$ cat src/rtl/mem_resp_router_pkg.sv
// Shared types and constants for the memory response router.
package mem_resp_router_pkg;

  localparam int WORD_W = 16;

  typedef logic req_id_t;

  localparam req_id_t REQ_ID_FETCH = 1'b0;
  localparam req_id_t REQ_ID_DATA  = 1'b1;

endpackage

$ cat src/rtl/resp_id_fifo.sv
// Synchronous FIFO of 1-bit requester IDs, recorded in issue order.
// Callers must not push when full nor pop when empty.
module resp_id_fifo
  import mem_resp_router_pkg::*;
#(
  parameter int DEPTH = 4
) (
  input  logic                     clk,
  input  logic                     rst_n,
  input  logic                     i_push,
  input  req_id_t                  i_id,
  input  logic                     i_pop,
  output req_id_t                  o_head,
  output logic [$clog2(DEPTH):0]   o_count,
  output logic                     o_full,
  output logic                     o_empty
);

  localparam int AW = $clog2(DEPTH);
  localparam logic [AW:0] FULL_CNT = (AW + 1)'(DEPTH);

  logic [AW-1:0] r_wr_ptr;
  logic [AW-1:0] r_rd_ptr;
  logic [AW:0]   r_count;
  req_id_t       r_mem [DEPTH];

  // Pointers wrap naturally because DEPTH is a power of two.
  always_ff @(posedge clk) begin
    if (!rst_n) begin
      r_wr_ptr <= '0;
      r_rd_ptr <= '0;
      r_count  <= '0;
    end else begin
      if (i_push) r_wr_ptr <= r_wr_ptr + 1'b1;
      if (i_pop)  r_rd_ptr <= r_rd_ptr + 1'b1;
      case ({i_push, i_pop})
        2'b10:   r_count <= r_count + 1'b1;
        2'b01:   r_count <= r_count - 1'b1;
        default: r_count <= r_count;
      endcase
    end
  end

  // NOTE: storage is left unreset; an entry is only read after it has been written.
  always_ff @(posedge clk) begin
    if (i_push) r_mem[r_wr_ptr] <= i_id;
  end

  assign o_head  = r_mem[r_rd_ptr];
  assign o_count = r_count;
  assign o_full  = (r_count == FULL_CNT);
  assign o_empty = (r_count == '0);

endmodule

$ cat src/rtl/mem_resp_router.sv
// Steers in-order memory responses to the fetch or data destination register.
// Define MEM_RESP_ROUTER_STATS_EN to add the if_count/dm_count load counters.
module mem_resp_router
  import mem_resp_router_pkg::*;
#(
  parameter int DEPTH = 4,
  parameter int WIDTH = WORD_W
) (
  input  logic                   clk,
  input  logic                   rst_n,
  input  logic                   issue_valid,
  input  logic                   issue_id,
  output logic                   issue_ready,
  input  logic                   resp_valid,
  input  logic [WIDTH-1:0]       resp_data,
  output logic                   resp_ready,
  output logic                   if_valid,
  output logic [WIDTH-1:0]       if_data,
  input  logic                   if_ready,
  output logic                   dm_valid,
  output logic [WIDTH-1:0]       dm_data,
  input  logic                   dm_ready,
  output logic [$clog2(DEPTH):0] outstanding,
`ifdef MEM_RESP_ROUTER_STATS_EN
  output logic [15:0]            if_count,
  output logic [15:0]            dm_count,
`endif
  output logic                   err_orphan
);

  req_id_t          w_head;
  logic             w_full;
  logic             w_empty;
  logic             w_push;
  logic             w_accept;
  logic             w_head_free;
  logic             w_load_if;
  logic             w_load_dm;
  logic             r_if_valid;
  logic             r_dm_valid;
  logic [WIDTH-1:0] r_if_data;
  logic [WIDTH-1:0] r_dm_data;
  logic             r_err_orphan;

  resp_id_fifo #(.DEPTH(DEPTH)) u_id_fifo (
    .clk     (clk),
    .rst_n   (rst_n),
    .i_push  (w_push),
    .i_id    (issue_id),
    .i_pop   (w_accept),
    .o_head  (w_head),
    .o_count (outstanding),
    .o_full  (w_full),
    .o_empty (w_empty)
  );

  // A full FIFO refuses issues even when a pop happens in the same cycle.
  assign issue_ready = !w_full;
  assign w_push      = issue_valid && issue_ready;

  assign w_head_free = (w_head == REQ_ID_FETCH) ? (!r_if_valid || if_ready)
                                                : (!r_dm_valid || dm_ready);
  assign resp_ready  = !w_empty && w_head_free;
  assign w_accept    = resp_valid && resp_ready;
  assign w_load_if   = w_accept && (w_head == REQ_ID_FETCH);
  assign w_load_dm   = w_accept && (w_head == REQ_ID_DATA);

  // NOTE: all state uses non-blocking assignments so every register samples pre-edge values.
  always_ff @(posedge clk) begin
    if (!rst_n) begin
      r_if_valid   <= 1'b0;
      r_if_data    <= '0;
      r_dm_valid   <= 1'b0;
      r_dm_data    <= '0;
      r_err_orphan <= 1'b0;
    end else begin
      // A reload in the same cycle as a consume keeps the register valid.
      if (w_load_if) begin
        r_if_valid <= 1'b1;
        r_if_data  <= resp_data;
      end else if (if_ready) begin
        r_if_valid <= 1'b0;
      end
      if (w_load_dm) begin
        r_dm_valid <= 1'b1;
        r_dm_data  <= resp_data;
      end else if (dm_ready) begin
        r_dm_valid <= 1'b0;
      end
      if (resp_valid && w_empty) r_err_orphan <= 1'b1;
    end
  end

  assign if_valid   = r_if_valid;
  assign if_data    = r_if_data;
  assign dm_valid   = r_dm_valid;
  assign dm_data    = r_dm_data;
  assign err_orphan = r_err_orphan;

`ifdef MEM_RESP_ROUTER_STATS_EN
  logic [15:0] r_if_count;
  logic [15:0] r_dm_count;

  always_ff @(posedge clk) begin
    if (!rst_n) begin
      r_if_count <= '0;
      r_dm_count <= '0;
    end else begin
      if (w_load_if) r_if_count <= r_if_count + 16'd1;
      if (w_load_dm) r_dm_count <= r_dm_count + 16'd1;
    end
  end

  assign if_count = r_if_count;
  assign dm_count = r_dm_count;
`endif

endmodule

$ cat config.mk
export PLATFORM = sky130hd
export DESIGN_NAME = mem_resp_router
export DESIGN_NICKNAME = d
export VERILOG_FILES = /design/src/rtl/mem_resp_router_pkg.sv /design/src/rtl/resp_id_fifo.sv /design/src/rtl/mem_resp_router.sv
export SDC_FILE = /design/constraint.sdc
export NUM_CORES = 1
export LEC_CHECK = 0
export CORE_MARGIN = 2
export CORE_UTILIZATION = 49
export CTS_CLUSTER_DIAMETER = 80
export DETAILED_ROUTE_END_ITERATION = 16
export GPL_TIMING_DRIVEN = 1
export PLACE_DENSITY_LB_ADDON = 0.05
export SYNTH_ARGS = -nofsm -noshare
export SYNTH_HDL_FRONTEND = slang
export SYNTH_SLANG_ARGS = --single-unit
$ cat constraint.sdc
create_clock -name clk -period 7 [get_ports clk]
set_input_delay 1.4 -clock clk [delete_from_list [all_inputs] [get_ports clk]]
set_output_delay 1.4 -clock clk [all_outputs]
set_load 0.05 [all_outputs]
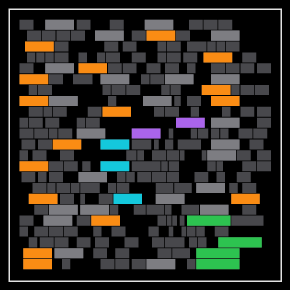
Figure 1: run 1, where the registers sit.
Scale: 4 px per µm. Other sequential cells in the stronger gray, the rest of the logic in the fainter gray.
Key: u_id_fifo.o_count = cyan [flops 3]; u_id_fifo.r_mem = green [flops 4, where south-east]; u_id_fifo.r_rd_ptr = purple [flops 2]; if_data = orange [flops 16, where spread over the die]

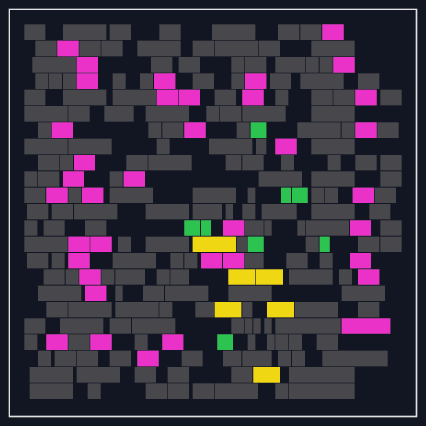
Figure 2: run 1, logic cells by family.
Scale: 6 px per µm.
Key: mux cells = magenta [cells 37, most used mux2i_1, where spread over the die]; fa/ha/maj cells = yellow [cells 6, most used ha_1]; aoi and oai cells = green [cells 8, most used a21boi_0]

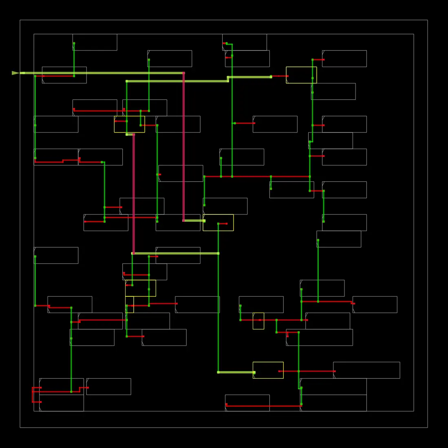
Figure 3: run 1, clock routing.
Seq cells: 48
cts bufs inserted: 5
clk ins delay skew pair: 0.30 ns

==> results_slide.txt, run 1 <==
Flow Results at a Glance

Critical path
  – Setup crit end kind: primary output
  – Nature of the critical path startpoint: primary input
  – CP Max Fanout: 4
  – CP required: roughly 5.6 ns
  – Worst Path Arrival: ~3.0 ns
  – Kind of critical path: in2out

STA
  – Final hold vios: 0
  – Tmin final: about 4.4 ns
  – Slew @ Worst Pin: 1.133 ns
  – F_max: ~230 MHz
  – RSZ-0062 raised after global routing: no
  – Clock skew: 0.005582 ns
  – Setup violators final: 0
  – Relative slew slack: between 20% and 30%
  – Final WS setup: around 2.6 ns
  – Fin. max-slew vios: 0
  – Hold WS: between 0.5 and 0.6 ns
  – Part of the cycle the worst path needs: 63.47%
  – Fin Setup TNS: 0 ns

Global route
  – GRT Total Usage: between 10% and 20%
  – Vias in the first global route: between 1k and 1.5k
  – Met3 usage: between 7 and 8%
  – Layer with the highest usage: met2
  – Largest net degree at the start of global routing: ~44
  – Grt ovf: 0
  – Antenna violations before repair: 0
  – Global routing usage on met1: about 18%
  – Met2 Use GR: approximately a third
  – First-pass GRT wire length: around 6200 µm

Final layout
  – MI comb area: around 910 µm²
  – Top class by area: sequential cells
  – Register share of the cell area: 37.28%
  – Layout Nets: roughly 260
  – NonClk Buf Share: 23.11%
  – #MultiIn Comb: around 110
  – Fill cell count: a little under 300
  – Register area: between 1000 and 1500 µm²
  – # diodes: 0
  – Most frequent logic cells in the routed design: 62 x clkdlybuf4s50_1, 44 x dfxtp_1, 36 x mux2i_1, 35 x nor2b_1
  – Non-clock buffers: 62
  – Final-layout clock-cell area share: 2.889%
  – Layout clock buffers: 6
  – Count of non-CTS inverters in the layout: 3
  – Most frequent logic cell in the layout: clkdlybuf4s50_1
  – Final std cells w/o fill: approximately 280
  – Area added between synthesis and finish: 35.39%
  – Share of layout cells above drive strength 1: approximately 3.4%
  – End-of-flow core utilization: about two thirds
  – Post-route cell area: 2685 µm²
  – Combinational share of cell area: between 30% and 40%

Power and ir drop
  – Psw: roughly 0.00038 W
  – Switching Share: around 40%
  – Total power: 0.0009451 W
  – Power Density: 352.0 nW/µm²
  – Internal power: 0.0005646 W
  – Sequential Power Share: a little under two fifths
  – Worst IR Drop VDD: 176.2 µV
  – Leakage: around 1.0 nW
  – Combinational share of power: between 40% and 50%
  – Clk network pwr share: 15.9%

Floorplanning
  – Die X: about 68 µm
  – Number of top-level pins: roughly 63
  – Initial Util: approximately 50%
  – Die area: roughly 4600 µm²
  – Std-Cell Rows: 23
  – # Taps: about 50
  – Die Y: 67.62 µm
  – Core Box Area: just under 4000 µm²

Yosys
  – Ys Warns: 0
  – Async S/R FF share, synth: 0%
  – Dominant flop cell: dfxtp_1
  – Cells after Synth: 172
  – Top-area cell share: between 40% and 50%
  – Synth Cell Area: 1983 µm²
  – Post-synth area hogs: dfxtp_1 44%, mux2i_1 18%, nor2b_1 11%
  – Ys cells: 172
  – Count leader, synth: dfxtp_1
  – Yosys Chip Area: approximately 2000 µm²
  – Register area share after synthesis: about half
  – Dominant cell type by area after synthesis: dfxtp_1
  – Flops after synth: roughly 48
  – Synthesized area per cell: approximately 12 µm²
  – Yosys cell types: 29
  – Most frequent cells after synthesis: 44 x dfxtp_1, 36 x mux2i_1, 35 x nor2b_1, 5 x ha_1
  – Post-synth EDFFs: 4
  – Synth Net Count: between 200 and 250

Clock network
  – Post-CTS setup buffers: 0
  – Hold_buf cts: 0
  – Clock tree buffer depth: 2
  – Clock transition at path regs: approximately 0.080 ns
  – Clk root buf: clkbuf_8
  – Clock tree from TritonCTS: done
  – H-tree depth: 2
  – Post-cts gate resize count: 0
  – Clk sink count: 48

Detailed routing
  – Drt initial violations: 52
  – DRC violations left: 0
  – DR WL met2: ~2100 µm
  – Max layer used: met4
  – Post-route ant nets: 0
  – Met3 wire len: ~200 µm
  – Routed WL: 4019 µm
  – TritonRoute pass-1 iters: 2
  – DR WL/cell: 14.20 µm
  – WL met1: ~1600 µm
  – Via/cell ratio: between 4 and 5
  – Via count: between 1k and 1.5k

Placement
  – DP Worst Slack: 2.547 ns
  – Placed cells: between 200 and 300
  – Port bufs: 62
  – Dpl hpwl: between 2000 and 3000 µm
  – Placer Congestion: between 0.7 and 0.8
  – Post-DP Area: 2608 µm²

Run
  – Max cap viols: 0
  – OpenROAD warnings: 29

Run status
  – Status: finished, final reports clean

Worst hold path
  – Type of the most critical hold path: reg2reg
[run 1: power by group through the flow]
stage | combinational, W | clock, W | sequential, W
finish | 0.000434 | 0.000151 | 0.000361
global placement | 0.000426 | 0 | 0.000365
global route | 0.000458 | 0.000170 | 0.000368
floorplan | 0.000182 | 0 | 0.000495
CTS | 0.000437 | 0.000158 | 0.000362
detailed placement | 0.000435 | 0 | 0.000368
[run 1: final timing paths]
path	from	to	slack (ns)	cells after the start
hold / removal	u_id_fifo.r_rd_ptr[0]$_SDFFE_PN0N_	u_id_fifo.r_rd_ptr[0]$_SDFFE_PN0N_	0.50	2
setup reg to reg	u_id_fifo.r_mem[3]$_DFFE_PP_	u_id_fifo.o_count[2]$_SDFFE_PN0P_	4.28	8
setup / recovery	dm_ready	resp_ready	2.56	5
hold reg to reg	u_id_fifo.r_rd_ptr[0]$_SDFFE_PN0N_	u_id_fifo.r_rd_ptr[0]$_SDFFE_PN0N_	0.50	2
[run 1: flip-flops by register name, indices dropped and copies added, names as in the netlist, named ones only]
name	flops
dm_data	16
dm_valid	1
err_orphan	1
if_data	16
if_valid	1
u_id_fifo.o_count	3
u_id_fifo.r_mem	4
u_id_fifo.r_rd_ptr	2
u_id_fifo.r_wr_ptr	2
[run 1: cells by family (layout without fill, tap and decap cells)]
kind of cell	after synthesis	count (layout)	share of synthesized area, %
adders and majority gates	6	6	4.164
AOI/OAI and AO/OA	10	10	3.470
xor gates and xnor gates	3	3	1.325
DFF	48	48	50.47
and+or+nand+nor	57	57	17.41
muxes	37	37	19.31
buffers and inverters	11	72	3.848
[run 1: critical path, cell delays in order]
cell,delay (ns)
clkdlybuf4s50_1,0.44
nand2b_1,0.14
mux2i_1,0.13
nor2_1,0.12
clkdlybuf4s50_1,0.81
==> run 1 -> run 2 <==
- CORE_UTILIZATION: 49 -> 41
- clock period: 7 -> 3.6 ns (I/O delays scaled with it)
==> run 2 against run 1 <==
Against the previous run:
- register-to-register slack worse by 3.4 ns
- clock power up 100%
- final cell count up 2.8%
- combinational power up 94%
- worst hold slack worse by 0.0035 ns
- design area up 1.2%
- synthesized cell count unchanged
- first-iteration DRC count down 12%
- highest routed layer unchanged
==> results_slide.txt, run 2 <==
Flow Results at a Glance

Yosys
  – Most frequent cells after synthesis: 44 x dfxtp_1, 36 x mux2i_1, 35 x nor2b_1, 5 x ha_1
  – Dominant flop cell: dfxtp_1
  – Top-area cell share: about 44%
  – Yosys cell types: 29
  – Ys Warns: 0
  – Async S/R FF share, synth: 0%
  – Count leader, synth: dfxtp_1
  – Dominant cell type by area after synthesis: dfxtp_1
  – Post-synth EDFFs: 4
  – Ys cells: roughly 170
  – Flops after synth: roughly 48
  – Synthesized area per cell: ~12 µm²
  – Cells after Synth: 172
  – Yosys Chip Area: between 1500 and 2000 µm²

Placement
  – Placed cells: around 280
  – Post-DP Area: ~2600 µm²
  – Placer Congestion: 0.7219
  – Port bufs: 62

Final layout
  – Final std cells w/o fill: 291
  – Share of layout cells above drive strength 1: under 10%
  – Register area: 1001 µm²
  – Area added between synthesis and finish: 37.03%
  – Fill cell count: just over 400
  – Most frequent logic cell in the layout: clkdlybuf4s50_1
  – MI comb area: between 900 and 1000 µm²
  – Most frequent logic cells in the routed design: 62 x clkdlybuf4s50_1, 44 x dfxtp_1, 36 x mux2i_1, 35 x nor2b_1
  – Post-route cell area: roughly 2700 µm²
  – # diodes: 0

Detailed routing
  – DR WL/cell: around 14 µm
  – TritonRoute pass-1 iters: 4
  – DRC violations left: 0
  – Via/cell ratio: roughly 5
  – Via count: between 1k and 1.5k
  – Post-route ant nets: 0

Clock network
  – Clock tree buffer depth: 2
  – Hold_buf cts: 0
  – Post-CTS setup buffers: 0
  – Post-cts gate resize count: 0
  – Clk sink count: 48
  – Clk root buf: clkbuf_8
  – Clock transition at path regs: roughly 0.080 ns

Run status
  – Status: finished, final reports clean

STA
  – Tmin final: 3.098 ns
  – Relative slew slack: between 40% and 50%
  – Clock skew: ~0.0063 ns
  – Part of the cycle the worst path needs: 86.06%
  – Fin Setup TNS: 0 ns
  – Setup violators final: 0
  – Final hold vios: 0

Worst hold path
  – Type of the most critical hold path: reg2reg
  – Hold depth: 2

Critical path
  – Setup crit end kind: primary output
  – Worst R2R End: u_id_fifo.o_count[2]$_SDFFE_PN0P_
  – Critical Path Sink: resp_ready
  – FF-to-FF Start: u_id_fifo.r_mem[2]$_DFFE_PP_
  – CP Max Fanout: 4
  – CP required: between 2 and 3 ns
  – Kind of critical path: in2out
  – R2R cell count: 8
  – Critical Path Source: dm_ready
  – Setup slack, reg-to-reg: between 0.8 and 0.9 ns

Run
  – Max cap viols: 0

Global route
  – Grt ovf: 0
  – First-pass GRT wire length: 6479 µm
  – GRT Total Usage: ~16%

Power and ir drop
  – Worst IR Drop VDD: 288.9 µV
  – Leakage: 1.065 nW

Floorplanning
  – Number of top-level pins: about 63
  – Initial Util: a little over two fifths
  – Die X: 73.55 µm
[run 2: layer usage]
layer / wire [µm] / track usage (%) / up-vias / share of wire, %
met5: 0 / 0 / - / 0
met4: 55 / 7.273 / 0 / 1.4
met3: 224 / 3.567 / 9 / 5.6
met2: 1990 / 26.88 / 46 / 50
met1: 1726 / 18.13 / 677 / 43
li1: - / - / 705 / -
[run 2: power breakdown]
| group | switching [W] | internal (W) |
|---|---|---|
| logic | 0.000509 | 0.000332 |
| clock network | 0.000171 | 0.000132 |
| registers | 0.0000678 | 0.000635 |
[run 2: kinds of logic (layout without fill, tap and decap cells)]
kind of cell    after synthesis  in the layout  share of synthesized area (%)
simple gates                 57             57                          17.41
flops                        48             48                          50.47
mux                          37             37                          19.31
buf+inv                      11             76                          3.848
compound gates               10             10                          3.470
fa+ha+maj                     6              6                          4.164
xor+xnor                      3              3                          1.325
[run 2: layout make-up]
class                           count  area share, %
Sequential cell                    48          36.83
Multi-Input combinational cell    113          33.56
Timing Repair Buffer               65          23.66
Clock buffer                        5          2.532
Tap cell                           54          2.486
Clock inverter                      3         0.5064
Inverter                            3         0.4144
[run 2: per-stage QoR]
stage	utilization, %	setup WS [ns]	hold slack (ns)	total power, W
floorplan	-	0.7721	0.4646	0.001315
global placement	56.16	0.5097	0.4723	0.001545
detailed placement	56.16	0.5043	0.4859	0.001565
CTS	57.92	0.4918	0.5091	0.001873
global route	57.92	0.3946	0.5414	0.001944
finish	57.92	0.5018	0.5004	0.001847
[run 2: critical path, stage by stage]
cell             delay (ns)
clkdlybuf4s50_1        0.46
nand2b_1               0.15
mux2i_1                0.13
nor2_1                 0.11
clkdlybuf4s50_1        0.81
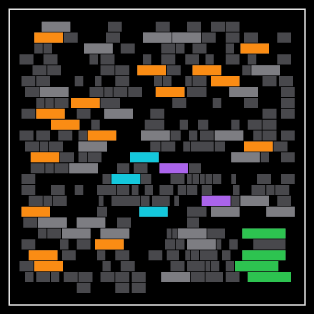
Figure 4: run 2, where the registers sit.
Scale: 4 px per µm. Other sequential cells in the stronger gray, the rest of the logic in the fainter gray.
Key: u_id_fifo.o_count = cyan [flops 3]; u_id_fifo.r_mem = green [flops 4, where south-east]; u_id_fifo.r_rd_ptr = purple [flops 2]; if_data = orange [flops 16, where spread over the die]

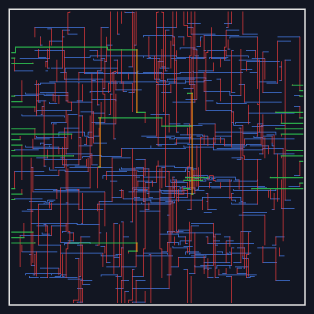
Figure 5: run 2, routed metal, one color a layer.
Scale: 4 px per µm.
Key: M4 = orange [wire length 55.1 µm]; M3 = green [wire length 224 µm]; M2 = red [wire length 1990 µm]; M1 = blue [wire length 1730 µm]

Power and IR drop assume default switching activity.
